==> config.mk <==
export PLATFORM = sky130hd
export DESIGN_NAME = imem_loader
export DESIGN_NICKNAME = d
export VERILOG_FILES = /design/src/rtl/imem_loader.sv
export SDC_FILE = /design/constraint.sdc
export NUM_CORES = 1
export LEC_CHECK = 0
export CAP_MARGIN = 5
export CORE_MARGIN = 2
export CORE_UTILIZATION = 30
export DETAILED_ROUTE_END_ITERATION = 7
export SLEW_MARGIN = 20
export SYNTH_ARGS = -nofsm -noshare
export SYNTH_HDL_FRONTEND = slang
export SYNTH_SLANG_ARGS = --single-unit
==> constraint.sdc <==
create_clock -name clk -period 6.5 [get_ports clk]
set_input_delay 1.95 -clock clk [delete_from_list [all_inputs] [get_ports clk]]
set_output_delay 1.95 -clock clk [all_outputs]
set_load 0.05 [all_outputs]
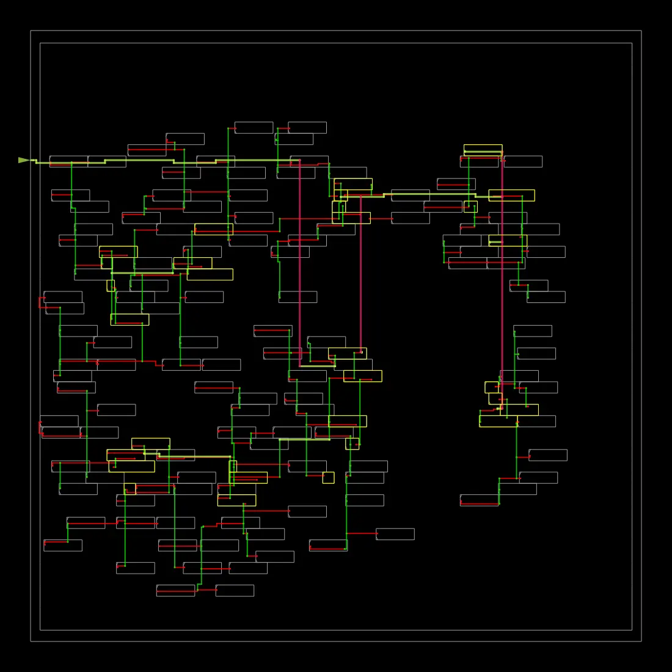
Fig. 1. Clock nets.
Clock Skew: 0.0136 ns
CLK BUF: 17
CTS sink count: 119
flip-flops: 119
total CTS buffers: 17

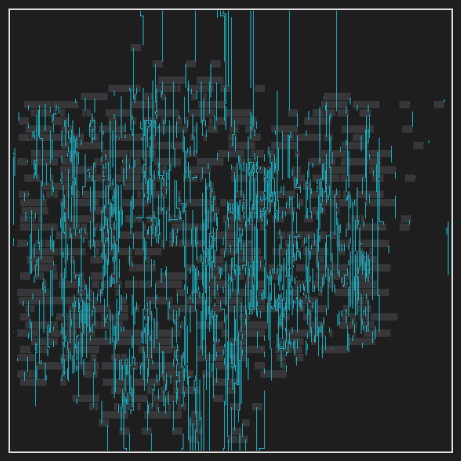
Fig. 2. The metal 2 layer.
Scale: 3 px per um. Cells faint in the background.
- nets with wire on the layer: 551
- main direction: vertical
- share of all routed wire: 47%
- wire length on this layer: 7310 um
- longest straight run: 47.8 um
WL final: 15700 um
Vias: 4796
GR Layer Usage met2: 0.238

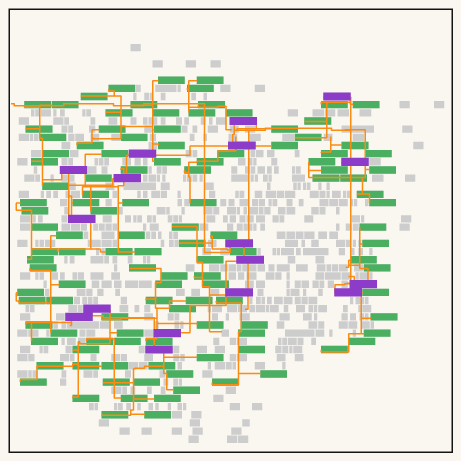
Fig. 3. Clock network drawn from the DEF.
Scale: 3 px per um.
- flip-flops: green (count 119)
- cells driving clock nets: purple (count 17)
- clock wires: orange (length 1660 um)
- routed clock nets: 18
Clk power: 0.000955 W
insertion delay at the late pin of the worst-skew pair: 0.42 ns

==> run_results.csv <==
group,metric,value,unit
critical_path,path_max_fanout,20,
cells_and_area,area_growth,22.0,%
logic_synthesis,ys_chip_area,0.00615,mm^2
cells_and_area,lay_top_cells,"dfrtp_1, nor2_1, a21oi_1",
logic_synthesis,yosysUniqueCellTypes,67,
logic_synthesis,yosys_warnings,0,
critical_path,r2r_cells,5,
critical_path,critPathLaunchType,"register",
clock_network,cts_tree,"built",
global_routing,grt_pass1_vias,4708,
power,swShare,0.414,
floorplan,nWellTaps,270,
power,internal_power,0.00229,W
floorplan,die_area,0.0217,mm^2
critical_path,cp_cell_sequence,"nor2b_1 -> and2_1 -> inv_1 -> clkdlybuf4s50_1",
logic_synthesis,ys_sh_xor,0.0580,
final_timing,hold_viol,0,
logic_synthesis,syn-cell-area,0.00615,mm^2
placed_design,dp_cells,917,
power,cellPowerDensity,520,mW/mm^2
final_timing,maxSlewViolCount,0,
critical_path,critPathKind,"reg -> out",
cells_and_area,comb_cells,452,
final_timing,min_period,5.30,ns
power,p_sw,0.00161,W
global_routing,grt_first_pass_wirelength,26000,um
global_routing,grt_usage,0.152,
clock_network,post_cts_buffers,0,
floorplan,dieWidth,147,um
cells_and_area,instances_no_fill,948,
logic_synthesis,synth_seq_share,0.484,
power,pg_seq,0.00129,W
cells_and_area,buffers,62,
critical_path,rrSetupSlack,3.58,ns
cells_and_area,nets,686,
power,top_power_group,"combinational cells",
power,seqPwrFrac,0.331,
flow_run,maxCapViolCount,0,
flow_run,warning_count,31,
logic_synthesis,ys.flop_type,"dfrtp_1",
clock_network,cts_resized,0,
final_timing,slew_headroom,0.344,
logic_synthesis,synthArstFlopShare,1.00,
global_routing,grt_overflow,0,
route,drt_iter0_markers,298,
placed_design,dpl.hpwl,10600,um
power,power_frac_clock,0.245,
placed_design,gp_congestion,0.828,
critical_path,slowest_stage,"clkdlybuf4s50_1",
clock_network,cts-htree-levels,4,
logic_synthesis,simple_gate_share,0.183,
clock_network,postCtsHoldBufs,0,
route,drtPass1Iterations,4,
power,ir_drop,0.309,mV
cells_and_area,drive_above_1_share,0.0959,
floorplan,fp-utilization,0.305,
min_path,worstHoldPathType,"reg -> reg",
final_timing,rsz0062_at_grt,"no",
logic_synthesis,top_area_cell,"dfrtp_1",
power,p_comb_frac,0.424,
run_status,status,"finished clean",
cells_and_area,logic_area,0.00291,mm^2
logic_synthesis,yosys-top-cells-area,"dfrtp_1, a21oi_1, a22o_1",
logic_synthesis,aoi_share,0.195,
critical_path,cp-end-kind,"output pin",
clock_network,cts.path.max_buffers,2,
global_routing,grt_max_degree,53,
clock_network,clock-root-buffer,"clkbuf_16",
logic_synthesis,synth_nets,650,
cells_and_area,seq_share,0.397,
floorplan,fp.coreArea,0.0202,mm^2
cells_and_area,final_common_cell,"dfrtp_1",
[per-stage QoR]
step,utilization,setup WS (ns),hold slack (ns),total power [W],instance area (um^2)
finish,0.372,1.20,0.490,0.00390,7500
global route,0.372,1.01,0.509,0.00416,7500
CTS,0.372,1.20,0.494,0.00393,7500
detailed placement,0.342,1.64,0.475,0.00295,6900
global placement,0.342,1.69,0.476,0.00294,6900
floorplan,-,1.39,0.458,0.00250,6150
[layer usage]
layer | part of all wire | GRT usage | routed length [um]
met1 | 0.48 | 0.207 | 7520
met2 | 0.47 | 0.238 | 7310
met5 | 0 | 0 | 0
met3 | 0.038 | 0.0323 | 598
met4 | 0.017 | 0.0615 | 269
[cell usage after synthesis (all sizes together) (2+ instances only)]
| library cell | instances |
|---|---|
| dfrtp | 119 |
| nor2 | 72 |
| a21oi | 71 |
| a22o | 41 |
| nor2b | 37 |
| clkbuf | 33 |
| o21ai | 33 |
| nand2 | 28 |
| xnor2 | 26 |
| nand4 | 16 |
| inv | 14 |
| buf | 12 |
| xor2 | 12 |
| nor3 | 10 |
| nor4 | 10 |
| and3 | 8 |
| ha | 8 |
| mux2 | 8 |
| nand3 | 8 |
| a21bo | 5 |
| and2 | 5 |
| mux2i | 4 |
| nor4b | 4 |
| or3 | 4 |
| and4b | 3 |
| o21a | 3 |
| a2111oi | 2 |
| a211o | 2 |
| a211oi | 2 |
| a21o | 2 |
| a221oi | 2 |
| a22oi | 2 |
| a311oi | 2 |
| a41oi | 2 |
| o211ai | 2 |
| or4 | 2 |
[critical path: cells and delay by family (launching register included)]
kind,cells,cell delay (ns)
buf+inv,2,1.30
flops,1,0.70
simple gates,2,0.92
Power and IR drop assume default switching activity.
